$ cat config.mk
export PLATFORM = sky130hd
export DESIGN_NAME = clk_divider_prog_flat
export DESIGN_NICKNAME = d
export VERILOG_FILES = /design/src/rtl/clk_div_pkg.sv /design/src/rtl/clk_divider_prog_if.sv /design/src/rtl/clk_div_chan.sv /design/src/rtl/clk_divider_prog.sv /design/src/flat_wrapper.sv
export SDC_FILE = /design/constraint.sdc
export NUM_CORES = 1
export LEC_CHECK = 0
export CAP_MARGIN = 40
export CORE_ASPECT_RATIO = 0.7
export CORE_MARGIN = 1
export CORE_UTILIZATION = 55
export DETAILED_ROUTE_END_ITERATION = 8
export GPL_ROUTABILITY_DRIVEN = 0
export PLACE_DENSITY = 0.75
export SLEW_MARGIN = 20
export SYNTH_ARGS = -nofsm -noshare
export SYNTH_HDL_FRONTEND = slang
export SYNTH_SLANG_ARGS = --single-unit
$ cat constraint.sdc
create_clock -name clk -period 2.96 [get_ports clk]
set_input_delay 0.592 -clock clk [delete_from_list [all_inputs] [get_ports clk]]
set_output_delay 0.592 -clock clk [all_outputs]
set_load 0.01 [all_outputs]
$ cat src/rtl/clk_div_pkg.sv
// Shared types, constants and ratio helpers for the programmable clock divider.
package clk_div_pkg;

  typedef enum logic [1:0] {
    IDLE  = 2'd0,
    RUN   = 2'd1,
    DRAIN = 2'd2
  } chan_state_e;

  localparam logic [1:0] ST_IDLE  = 2'd0;
  localparam logic [1:0] ST_RUN   = 2'd1;
  localparam logic [1:0] ST_DRAIN = 2'd2;

  localparam int MIN_RATIO = 2;

  // A ratio of 1 cannot produce a high and a low phase, so it runs as 2.
  function automatic logic [31:0] eff_ratio(input logic [31:0] r);
    return (r == 32'd1) ? 32'(MIN_RATIO) : r;
  endfunction

  // High-phase length ceil(R/2); one extra bit keeps R = 2^W-1 from wrapping.
  function automatic logic [32:0] high_phase(input logic [31:0] r);
    logic [32:0] e;
    e = {1'b0, eff_ratio(r)};
    return (e + 33'd1) >> 1;
  endfunction

endpackage

$ cat src/rtl/clk_divider_prog_if.sv
// Control and output bundle of the multi-channel programmable clock divider.
interface clk_divider_prog_if #(
  parameter int CH = 2,
  parameter int W  = 8
);
  logic [CH-1:0]   en;
  logic [CH-1:0]   load;
  logic [CH*W-1:0] div_ratio;
  logic [CH-1:0]   clk_out;
  logic [CH-1:0]   tick;
  logic [CH-1:0]   busy;

  modport master (output en, load, div_ratio, input clk_out, tick, busy);
  modport slave  (input en, load, div_ratio, output clk_out, tick, busy);
endinterface

$ cat src/rtl/clk_div_chan.sv
// One divider channel: FSM, period counter, active/pending ratio and registered outputs.
//
// state | meaning
// IDLE  | output low, counter parked at 0, ratio loads apply immediately
// RUN   | counting 0..R-1, output high while cnt < ceil(R/2)
// DRAIN | en dropped, finishing the current period before going idle
module clk_div_chan
  import clk_div_pkg::*;
#(
  parameter int W             = 8,
  parameter int DEFAULT_RATIO = 4
) (
  input  logic         clk,
  input  logic         rst_n,
  input  logic         en,
  input  logic         load,
  input  logic [W-1:0] ratio_in,
  output logic         clk_out,
  output logic         tick,
  output logic         busy
);

  logic [1:0]   state_q, state_d;
  logic [W-1:0] cnt_q, cnt_d;
  logic [W-1:0] r_q, r_d;
  logic [W-1:0] p_q, p_d;
  logic         pv_q, pv_d;
  logic         clk_out_d, tick_d, busy_d;
  logic [W-1:0] r_eff;
  logic [W:0]   h_cur;
  logic         boundary;

  always_comb begin
    r_eff     = W'(eff_ratio(32'(r_q)));
    h_cur     = (W+1)'(high_phase(32'(r_q)));
    boundary  = (state_q != ST_IDLE) && (cnt_q == r_eff - 1'b1);
    state_d   = state_q;
    cnt_d     = cnt_q;
    r_d       = r_q;
    p_d       = p_q;
    pv_d      = pv_q;
    clk_out_d = 1'b0;
    tick_d    = 1'b0;

    case (state_q)
      ST_IDLE: begin
        cnt_d = '0;
        if (load) r_d = ratio_in;
        if (en && (r_d != '0)) begin
          state_d   = ST_RUN;
          clk_out_d = 1'b1;
          tick_d    = 1'b1;
        end
      end
      ST_RUN, ST_DRAIN: begin
        if (boundary) begin
          // A load coinciding with the boundary overrides anything pending.
          r_d   = load ? ratio_in : (pv_q ? p_q : r_q);
          pv_d  = 1'b0;
          cnt_d = '0;
          if (!en || (r_d == '0)) begin
            state_d = ST_IDLE;
          end else begin
            state_d   = ST_RUN;
            clk_out_d = 1'b1;
            tick_d    = 1'b1;
          end
        end else begin
          if (load) begin
            p_d  = ratio_in;
            pv_d = 1'b1;
          end
          cnt_d     = cnt_q + 1'b1;
          clk_out_d = ({1'b0, cnt_d} < h_cur);
          state_d   = en ? ST_RUN : ST_DRAIN;
        end
      end
      default: begin
        state_d = ST_IDLE;
        cnt_d   = '0;
      end
    endcase

    busy_d = (state_d != ST_IDLE);
  end

  always_ff @(posedge clk or negedge rst_n) begin
    if (!rst_n) begin
      state_q <= ST_IDLE;
      cnt_q   <= '0;
      r_q     <= W'(DEFAULT_RATIO);
      p_q     <= '0;
      pv_q    <= 1'b0;
      clk_out <= 1'b0;
      tick    <= 1'b0;
      busy    <= 1'b0;
    end else begin
      state_q <= state_d;
      cnt_q   <= cnt_d;
      r_q     <= r_d;
      p_q     <= p_d;
      pv_q    <= pv_d;
      clk_out <= clk_out_d;
      tick    <= tick_d;
      busy    <= busy_d;
    end
  end

endmodule

$ cat src/rtl/clk_divider_prog.sv
// Multi-channel runtime-programmable integer clock divider; channels are fully independent.
module clk_divider_prog #(
  parameter int CH            = 2,
  parameter int W             = 8,
  parameter int DEFAULT_RATIO = 4
) (
  input logic               clk,
  input logic               rst_n,
  clk_divider_prog_if.slave bus
);

  for (genvar gi = 0; gi < CH; gi++) begin : g_chan
    clk_div_chan #(
      .W             (W),
      .DEFAULT_RATIO (DEFAULT_RATIO)
    ) u_chan (
      .clk      (clk),
      .rst_n    (rst_n),
      .en       (bus.en[gi]),
      .load     (bus.load[gi]),
      .ratio_in (bus.div_ratio[gi*W +: W]),
      .clk_out  (bus.clk_out[gi]),
      .tick     (bus.tick[gi]),
      .busy     (bus.busy[gi])
    );
  end

endmodule

$ cat src/flat_wrapper.sv
// flat-port wrapper written by rule: the top's interface ports become plain ports
module clk_divider_prog_flat 
#(
  parameter int CH            = 2,
  parameter int W             = 8,
  parameter int DEFAULT_RATIO = 4
)
  (clk, rst_n, bus_en, bus_load, bus_div_ratio, bus_clk_out, bus_tick, bus_busy);
  clk_divider_prog_if #(.CH(CH), .W(W)) bus_i ();
  input logic clk;
  input logic rst_n;
  input wire logic [$bits(bus_i.en)-1:0] bus_en;
  input wire logic [$bits(bus_i.load)-1:0] bus_load;
  input wire logic [$bits(bus_i.div_ratio)-1:0] bus_div_ratio;
  output wire logic [$bits(bus_i.clk_out)-1:0] bus_clk_out;
  output wire logic [$bits(bus_i.tick)-1:0] bus_tick;
  output wire logic [$bits(bus_i.busy)-1:0] bus_busy;
  assign bus_i.en = bus_en;
  assign bus_i.load = bus_load;
  assign bus_i.div_ratio = bus_div_ratio;
  assign bus_clk_out = bus_i.clk_out;
  assign bus_tick = bus_i.tick;
  assign bus_busy = bus_i.busy;
  clk_divider_prog #(.CH(CH), .W(W), .DEFAULT_RATIO(DEFAULT_RATIO)) u_core (.clk(clk), .rst_n(rst_n), .bus(bus_i));
endmodule
**Run 1: sequential cells colored by netlist name**

Other sequential cells in the stronger gray, the rest of the logic in the fainter gray.
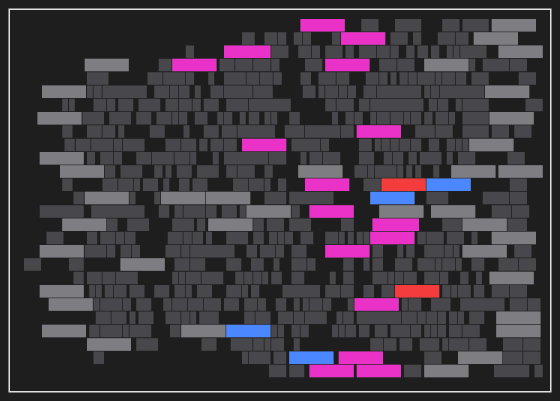
- u_core.g_chan.u_chan.state_q: blue (sequential cells 4)
- u_core.g_chan.u_chan.pv_q: red (sequential cells 2)
- u_core.g_chan.u_chan.r_q: magenta (sequential cells 16)

**Run 1: M1 wires**

Supply wires on this layer in gray.
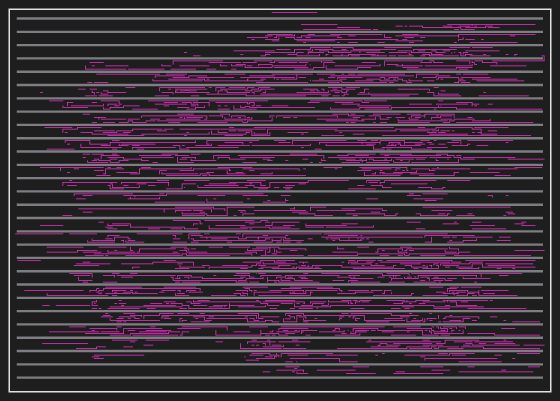
- wire length on this layer: 5500 µm
- share of all routed wire: 49%
- nets with wire on the layer: 510

**Run 1: logic cells by family**

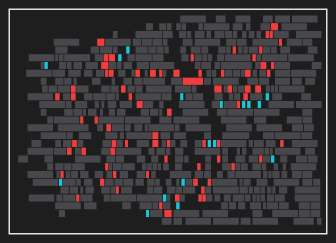
- nand cells: red (cells 73)
- inv cells: cyan (cells 17)

==> CHANGELOG.md, run 1 <==
## Flow update

* Clock share of power at 19.6%
* Hold WC Path Type: input pin to async pin
* CP startpoint kind: flop
* Num CTS Buffers at 9
* Max incr delay on CP at 0.54 ns
* Crit path to: u_core.g_chan[1].u_chan.r_q[0]$_DFFE_PN0P_
* Slowest cell on the critical path: or4_4
* Hold_buf cts at 0
* Fin crit period at 2.72 ns
* Area Overhead vs Synth at 14.9%
* Nets at 556
* Synth cell types at 70
* Cell Int Power at 3.26 mW
* Synth warn at 0
* Core Region at 0.00791 mm²
* Pwr Density at 1100 mW/mm²
* All-layer global routing usage at 27.5%
* First DRT Iteration DRCs at 366
* Synthesized cell area at 0.00453 mm²
* Status: completed
* Number of routed nets with antenna violations at 0
* Static leakage at 2.29 nW
* Reg2reg end: u_core.g_chan[1].u_chan.r_q[0]$_DFFE_PN0P_
* H-tree Lvls at 3
* Fin. max-slew vios at 0
* FP Core Util at 57.3%
* Overall routed net length at 11300 µm
* Peak Freq at 0.367 GHz
* Total tool warning count at 32
* Top area contributor share at 32.1%
* Post-synth EDFFs at 0
* Crit path kind: flop to flop
* CTS tree: built
* Measured slew at the worst slew-check pin at 0.518 ns
* Vias per cell at 6.22
* Grt total ovfl at 0
[run 1: state kept, by name (all words and copies together), names as in the netlist]
| register | count |
|---|---|
| u_core.g_chan.u_chan.busy | 2 |
| u_core.g_chan.u_chan.clk_out | 2 |
| u_core.g_chan.u_chan.cnt_q | 16 |
| u_core.g_chan.u_chan.p_q | 16 |
| u_core.g_chan.u_chan.pv_q | 2 |
| u_core.g_chan.u_chan.r_q | 16 |
| u_core.g_chan.u_chan.state_q | 4 |
| u_core.g_chan.u_chan.tick | 2 |
[run 1: layer usage]
metal / vias to the layer above / share of wire (%) / track usage, %
li1: 1791 / - / -
met1: 1837 / 49 / 40.7
met2: 177 / 41 / 39.4
met3: 17 / 8.5 / 6.64
met4: 0 / 1.3 / 7.87
met5: - / 0 / 0
[run 1: cell type report]
class	count	area, µm²
fill	638	2700
sequential	60	1500
multi-input combinational	375	2770
tap	101	126
timing repair buffer	45	417
inverter	17	63.8
clock inverter	6	88.8
clock buffer	10	229
[run 1: metrics by stage]
stage	power [mW]	worst slack [ns]	cell area [µm²]	hold slack (ns)	utilization, %
CTS	5.70	0.174	5180	0.451	65.5
global placement	4.41	0.284	4860	0.489	61.5
detailed placement	4.53	0.185	4860	0.500	61.5
finish	5.74	0.239	5200	0.246	65.8
floorplan	3.78	0.247	4530	0.296	-
global route	6.10	0.0235	5200	0.271	65.8
[run 1: cells by family (layout without fill, tap and decap cells)]
family | count (synthesis) | in the layout | share of synthesized area [%]
simple gates | 168 | 168 | 20.7
compound gates | 96 | 96 | 14.3
flops | 60 | 60 | 33.2
buf+inv | 51 | 78 | 5.50
mux | 44 | 44 | 10.9
xor+xnor | 41 | 41 | 8.10
fa+ha+maj | 26 | 26 | 7.19
[run 1: cell usage in the layout (no fill, tap or decap), drive strengths merged, types with 3 or more instances in the layout]
| master | n |
|---|---|
| a211oi | 9 |
| a21oi | 25 |
| a22oi | 5 |
| and3 | 8 |
| buf | 19 |
| clkbuf | 10 |
| clkdlybuf4s50 | 26 |
| clkinv | 3 |
| dfrtp | 58 |
| ha | 26 |
| inv | 16 |
| mux2 | 20 |
| mux2i | 24 |
| nand2 | 38 |
| nand2b | 7 |
| nand3 | 19 |
| nand3b | 6 |
| nand4 | 3 |
| nor2 | 32 |
| nor2b | 16 |
| nor3 | 16 |
| nor3b | 3 |
| nor4 | 7 |
| o2111ai | 3 |
| o211ai | 4 |
| o21a | 3 |
| o21ai | 19 |
| o22ai | 8 |
| o41ai | 3 |
| or4 | 5 |
| xnor2 | 26 |
| xor2 | 15 |
[run 1: power groups by stage]
stage               registers [mW]  logic, mW  clock network, mW
floorplan                     1.35       2.43                  0
global placement              1.56       2.86                  0
detailed placement            1.57       2.96                  0
CTS                           1.57       2.99               1.14
global route                  1.62       3.31               1.17
finish                        1.59       3.03               1.12
[run 1: worst register-to-register path: cells and delay by family, from the launching register on]
| family | cells | cell delay (ns) |
|---|---|---|
| and+or+nand+nor | 2 | 0.87 |
| AOI/OAI and AO/OA | 3 | 0.76 |
| DFF | 1 | 0.48 |
| buffers and inverters | 1 | 0.22 |
| xor gates and xnor gates | 1 | 0.19 |
| muxes | 1 | 0.10 |
**Run 1: clock wiring as the flow saved it**

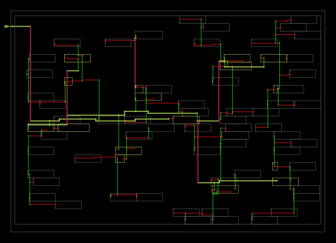

==> inputs of run 2 (changes only) <==
Settings changed: ABC_AREA from default to 1.
**Run 2: clock wiring as the flow saved it**

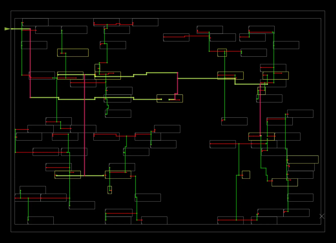
Worst Clk Skew: 0.00491 ns
clk pwr: 1.12 mW
clock buffers: 10

==> CHANGELOG.md, run 2 <==
## Flow update

* Most common logic cells in the final layout: nand2_1 (171), inv_1 (64), nand3_1 (63), dfrtp_1 (58), nor2_1 (52)
* HPWL Detailed at 8660 µm
* Synth cell types at 38 (-46%)
* Worst ir drop on vdd at 491 µV
* Fin crit period at 2.60 ns (-0.119 ns)
* Clock Latency Late Sink at 0.33 ns
* Part of the power in combinational logic at 55.0%
* Clk root buf: clkbuf_16
* Finished Cell Area at 0.00526 mm² (+1.1%)
* Switching power at 2.85 mW
* Most common cell in the netlist: nand2_1
* Synth warn at 0 (unchanged)
* Clk slew on worst S/H paths at 0.05 ns
* Failing checks: design-rule violations
* GR Util met1 at 40.6% (-0.15 points)
* Core Region at 0.00801 mm² (+1.3%)
* Nets at 714 (+28%)
* Remaining DRCs at 1
* XOR/XNOR Area Share at 5.66% (-2.4 points)
* Endpoints failing hold at 0
* Wire per inst at 14.4 µm
* Number of routed nets with antenna violations at 0 (unchanged)
* FP Core Util at 58.0% (+0.70 points)
* Number of cells in Yosys stat at 649
* Status: finished, violations left
* CP Data Required Time at 3.18 ns
* Vias post-DR at 4248
* CP startpoint kind: flop
* Net Sw Frac at 48.2%
* Fin. max-slew vios at 0 (unchanged)
* Worst r2r path cells at 15
* Max FO, Critical Path at 7
* Worst EP arrival at 2.82 ns
* Cell Int Power at 3.07 mW (-5.8%)
* Largest net degree at the start of global routing at 34
* # setup viols final at 0
* Vias per cell at 5.50 (-12%)
* Synth top cells by count: nand2_1 (171), inv_1 (64), nand3_1 (63), dfrtp_1 (58), nor2_1 (52)
* Comb area leader: simple AND/OR/NAND/NOR gates
* Fillers at 712 (+12%)
* Top Registers: u_core.g_chan.u_chan.cnt_q (16), u_core.g_chan.u_chan.p_q (16), u_core.g_chan.u_chan.r_q (16)
* Static leakage at 2.70 nW (+18%)
* Hold WC Path Type: input pin to async pin
* Simple Share, Synth at 32.7% (+12 points)
* Synthesized cell area at 0.00464 mm² (+2.5%)
* Avg Cell Area, Syn at 7.15 µm²
* Share of post-route cells with drive strength above 1 at 10.4%
* Async set-reset flop share out of synthesis at 100%
* Clock share of power at 18.9% (-0.7 points)
* Mux area share at 0.863% (-10 points)
* Top area contributor share at 31.3% (-0.79 points)
* All-layer global routing usage at 27.1% (-0.41 points)
* GRT met2 Usage at 39.9% (+0.50 points)
* Commonest Layout Cell: nand2_1
* Synth area leader: dfrtp_1
* Hold_buf cts at 0 (unchanged)
* Mapped Cells at 649
* Placed inst area at 0.00494 mm² (+1.6%)
* Die height at 78.9 µm
* Crit path kind: flop to flop
* M3 GR Usage at 4.81% (-1.8 points)
* Area Overhead vs Synth at 13.3%
* First-pass GRT wire length at 18500 µm
* Slew headroom at 48.2%
* Cycle use final at 87.9%
* Yosys adder share at 7.01% (-0.18 points)
* Cell area leaders: dfrtp_1 (31%), nand2_1 (14%), ha_1 (7.0%)
* Max Cap Violations at 0
* Post-synth EDFFs at 0 (unchanged)
* Drt first pass iters at 7
* Setup Buffers After CTS at 0
* Ao+oa area frac at 12.0% (-2.3 points)
* Overall routed net length at 11100 µm (-1.3%)
* CTS tree: built
* Seq pwr share at 26.2%
* Rows at 27
* Grt total ovfl at 0 (unchanged)
* Total tool warning count at 32 (unchanged)
* Measured slew at the worst slew-check pin at 0.777 ns (+0.259 ns)
* Busiest layer in global routing: met1
* First DRT Iteration DRCs at 332 (-9.3%)
* IO Count at 28
* Num CTS Buffers at 9 (unchanged)
* H-tree Lvls at 3 (unchanged)
* Die area at 0.00881 mm²
* Pwr Density at 1130 mW/mm² (+2.0%)
* Peak Freq at 0.384 GHz (+4.6%)
* # port buffers at 27
* RSZ-0062 raised after global routing: no
**Run 2: PDN straps and rails**

Pins as bars on the die edge.
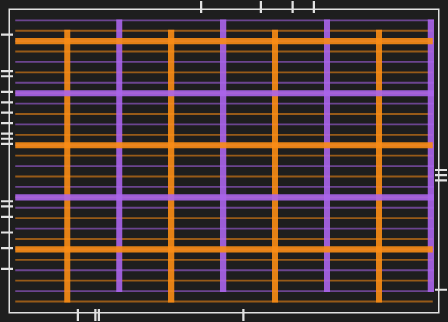
- VDD: purple
- VSS: orange
- met4 straps: 8
- met1 rails: 28
- rows: 27
- met5 straps: 5

-- run 2: path summary, 6_finish.rpt --
kind | startpoint | endpoint | slack (ns)
max | u_core.g_chan[1].u_chan.r_q[1]$_DFFE_PN0P_ | u_core.g_chan[1].u_chan.clk_out$_DFF_PN0_ | 0.36
min | rst_n | u_core.g_chan[1].u_chan.cnt_q[1]$_DFF_PN0_ | 0.23
max reg2reg | u_core.g_chan[1].u_chan.r_q[1]$_DFFE_PN0P_ | u_core.g_chan[1].u_chan.clk_out$_DFF_PN0_ | 0.36
min reg2reg | u_core.g_chan[1].u_chan.p_q[5]$_DFFE_PN0P_ | u_core.g_chan[1].u_chan.p_q[5]$_DFFE_PN0P_ | 0.47
max in group asynchronous | rst_n | u_core.g_chan[0].u_chan.pv_q$_DFFE_PN0P_ | 1.93
min in group clk | u_core.g_chan[1].u_chan.p_q[5]$_DFFE_PN0P_ | u_core.g_chan[1].u_chan.p_q[5]$_DFFE_PN0P_ | 0.47
-- run 2: per-stage QoR --
stage / worst slack, ns / std cells / power, mW / hold WS (ns) / util, %
after floorplan: 0.640 / 649 / 4.09 / 0.296 / -
after global placement: 0.421 / 755 / 4.62 / 0.448 / 61.4
after CTS: 0.400 / 772 / 5.89 / 0.240 / 65.7
after global routing: 0.152 / 772 / 6.39 / 0.264 / 65.7
final: 0.357 / 772 / 5.92 / 0.231 / 65.7
after detailed placement: 0.405 / 756 / 4.74 / 0.454 / 61.7
-- run 2: layout make-up --
class | instances | area [µm²] | area share, %
Multi-Input combinational cell | 488 | 2710 | 51.5
Sequential cell | 60 | 1500 | 28.6
Timing Repair Buffer | 32 | 323 | 6.14
Inverter | 75 | 282 | 5.35
Clock buffer | 10 | 229 | 4.36
Tap cell | 101 | 126 | 2.40
Clock inverter | 6 | 88.8 | 1.69
-- run 2: worst max-delay path: stages (launching register included) --
cell      delay, ns
dfrtp_1        0.43
inv_1          0.13
ha_1           0.19
inv_1          0.05
nor3_1         0.04
nand2_2        0.14
nand2_1        0.08
nor3_1         0.31
nand3_1        0.19
xor2_1         0.18
ha_1           0.29
a21oi_1        0.07
o21bai_1       0.14
nand3_1        0.08
nand4_1        0.09
nand2_1        0.05
-- run 2: power groups by stage --
stage	registers [mW]	clock network [mW]	logic, mW
3_5_place_dp	1.55	0	3.19
2_1_floorplan	1.36	0	2.73
4_1_cts	1.54	1.14	3.22
6_report	1.55	1.12	3.25
3_3_place_gp	1.53	0	3.09
5_1_grt	1.59	1.17	3.62
-- run 2: cell families after synthesis --
kind of cell	Yosys count
XOR/XNOR	30
multiplexers	4
AND/OR/NAND/NOR	335
adder cells (fa/ha/maj)	26
AND-OR/OR-AND	93
buffers and inverters	101
flip-flops	60
-- run 2: routing by layer --
metal  part of all wire, %  vias up
li1                      -     2134
met1                    51     1946
met2                    40      159
met3                   7.5        9
met4                  0.80        0
met5                     0        -
**Run 2: sequential cells colored by netlist name**

Other sequential cells in the stronger gray, the rest of the logic in the fainter gray.
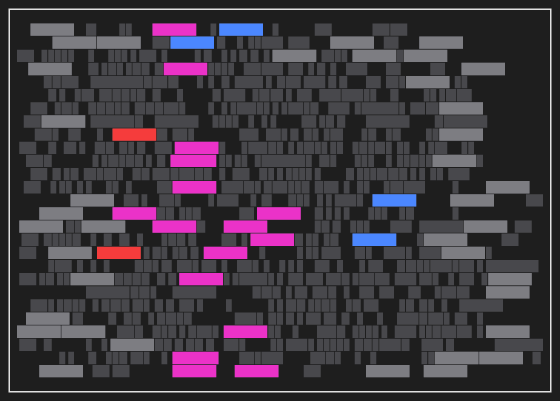

==> inputs of run 3 (changes only) <==
Settings changed: CORE_UTILIZATION 55 to 35, MAX_ROUTING_LAYER from default to met4, PLACE_DENSITY 0.75 to 0.57.
**Run 3: sequential cells colored by netlist name**

Other sequential cells in the stronger gray, the rest of the logic in the fainter gray.
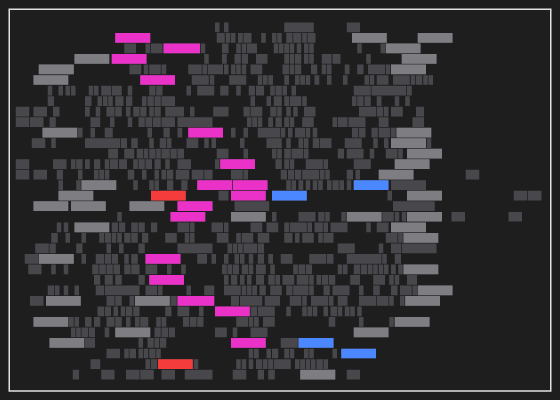
- u_core.g_chan.u_chan.pv_q: red (sequential cells 2)
- u_core.g_chan.u_chan.state_q: blue (sequential cells 4)
- u_core.g_chan.u_chan.r_q: magenta (sequential cells 16)

==> CHANGELOG.md, run 3 <==
## Flow update

* Grt total ovfl at 0 (unchanged)
* Seq pwr share at 26.0% (-0.2 points)
* Setup Buffers After CTS at 0 (unchanged)
* Remaining DRCs at 0 (-1)
* Most used cell, CP: nand2_1
* Synth top cells by count: nand2_1 (171), inv_1 (64), nand3_1 (63), dfrtp_1 (58), nor2_1 (52)
* Clk slew on worst S/H paths at 0.06 ns (about the same)
* Static leakage at 2.70 nW (+0.13%)
* Mapped Cells at 649 (unchanged)
* RSZ-0062 raised after global routing: no
* Number of routed nets with antenna violations at 0 (unchanged)
* GR Util met1 at 27.8% (-13 points)
* Top Registers: u_core.g_chan.u_chan.cnt_q (16), u_core.g_chan.u_chan.p_q (16), u_core.g_chan.u_chan.r_q (16)
* M3 GR Usage at 3.53% (-1.3 points)
* Synth area leader: dfrtp_1
* Drt first pass iters at 4 (-3)
* Total chip power at 5.85 mW (-1.1%)
* Worst r2r path cells at 16 (+1)
* Max incr delay on CP at 0.61 ns (+0.18 ns)
* All-layer global routing usage at 18.6% (-8.5 points)
* Max FO, Critical Path at 8 (+1)
* Wire per inst at 13.6 µm (-5.8%)
* Hold WC Path Type: input pin to async pin
* Largest net degree at the start of global routing at 39 (+15%)
* Total tool warning count at 32 (unchanged)
* Async set-reset flop share out of synthesis at 100% (unchanged)
* Post-synth EDFFs at 0 (unchanged)
* Avg Cell Area, Syn at 7.15 µm² (unchanged)
* Clock share of power at 17.9% (-1.0 points)
* Vias post-DR at 4186 (-1.5%)
* Busiest layer in global routing: met1
* Status: completed
* Reg2reg end: u_core.g_chan[0].u_chan.clk_out$_DFF_PN0_
* Worst EP arrival at 2.79 ns (-0.03 ns)
* Most common cell in the netlist: nand2_1
* Hold_buf cts at 0 (unchanged)
* Part of the power in combinational logic at 56.1% (+1.1 points)
* HPWL Detailed at 8790 µm (+1.6%)
* Fin. max-slew vios at 0 (unchanged)
* Synth cell types at 38 (unchanged)
* Nets at 716 (+0.28%)
* Crit path max-delay family: simple AND/OR/NAND/NOR gates
* Core Region at 0.0127 mm² (+58%)
* Share of post-route cells with drive strength above 1 at 10.7% (+0.27 points)
* Dpl ws at 0.349 ns (-0.0558 ns)
* # setup viols final at 0 (unchanged)
* Max Cap Violations at 0 (unchanged)
* Critical R2R Launch: u_core.g_chan[0].u_chan.r_q[2]$_DFFE_PN1P_
**Run 3: M1 wires**

Supply wires on this layer in gray.
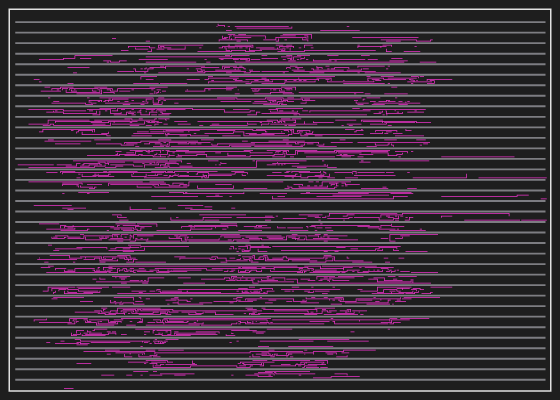
- main direction: horizontal
- longest straight run: 48.8 µm
- wire length on this layer: 6290 µm
- share of all routed wire: 56%
- nets with wire on the layer: 655

[run 3: per-stage QoR]
step	hold slack [ns]	cell area (µm²)
floorplan	0.296	4640
global placement	0.455	5020
detailed placement	0.453	5020
CTS	0.248	5320
global route	0.274	5320
finish	0.240	5320
[run 3: worst max path at each step]
| stage | from | endpoint | cells after the start |
|---|---|---|---|
| 2_1_floorplan | u_core.g_chan[0].u_chan.r_q[2]$_DFFE_PN1P_ | u_core.g_chan[0].u_chan.clk_out$_DFF_PN0_ | 17 |
| 3_3_place_gp | bus_load[0] | u_core.g_chan[0].u_chan.busy$_DFF_PN0_ | 11 |
| 3_5_place_dp | bus_load[0] | u_core.g_chan[0].u_chan.busy$_DFF_PN0_ | 11 |
| 4_1_cts | u_core.g_chan[0].u_chan.r_q[1]$_DFFE_PN0P_ | u_core.g_chan[0].u_chan.clk_out$_DFF_PN0_ | 17 |
| 5_1_grt | u_core.g_chan[0].u_chan.r_q[1]$_DFFE_PN0P_ | u_core.g_chan[0].u_chan.clk_out$_DFF_PN0_ | 17 |
| 6_report | u_core.g_chan[0].u_chan.r_q[2]$_DFFE_PN1P_ | u_core.g_chan[0].u_chan.clk_out$_DFF_PN0_ | 16 |
[run 3: routing by layer]
layer | vias to the layer above | share of wire, %
li1 | 2125 | -
met1 | 1914 | 56
met2 | 124 | 37
met3 | 23 | 5.2
met4 | 0 | 2.3
met5 | - | 0
[run 3: final cells by class]
type                       instances  area (µm²)
sequential                        60        1500
clock inverter                     5        52.6
multi-input combinational        488        2710
clock buffer                      11         243
fill                            1292        7360
inverter                          75         282
tap                              162         203
timing repair buffer              34         330
[run 3: logic make-up (layout without fill, tap and decap cells)]
kind of cell,Yosys count,in the layout,synth area share [%]
AND-OR/OR-AND,93,93,12.0
XOR/XNOR,30,30,5.66
adder cells (fa/ha/maj),26,26,7.01
buffers and inverters,101,125,9.30
flip-flops,60,60,32.4
multiplexers,4,4,0.863
AND/OR/NAND/NOR,335,335,32.7
[run 3: power by group through the flow]
stage	logic, mW	clock network, mW	registers (mW)
3_5_place_dp	3.26	0	1.53
2_1_floorplan	2.73	0	1.36
4_1_cts	3.27	1.07	1.52
5_1_grt	3.77	1.10	1.57
3_3_place_gp	3.20	0	1.52
6_report	3.28	1.05	1.52
Power is estimated from default activity; no workload was simulated.
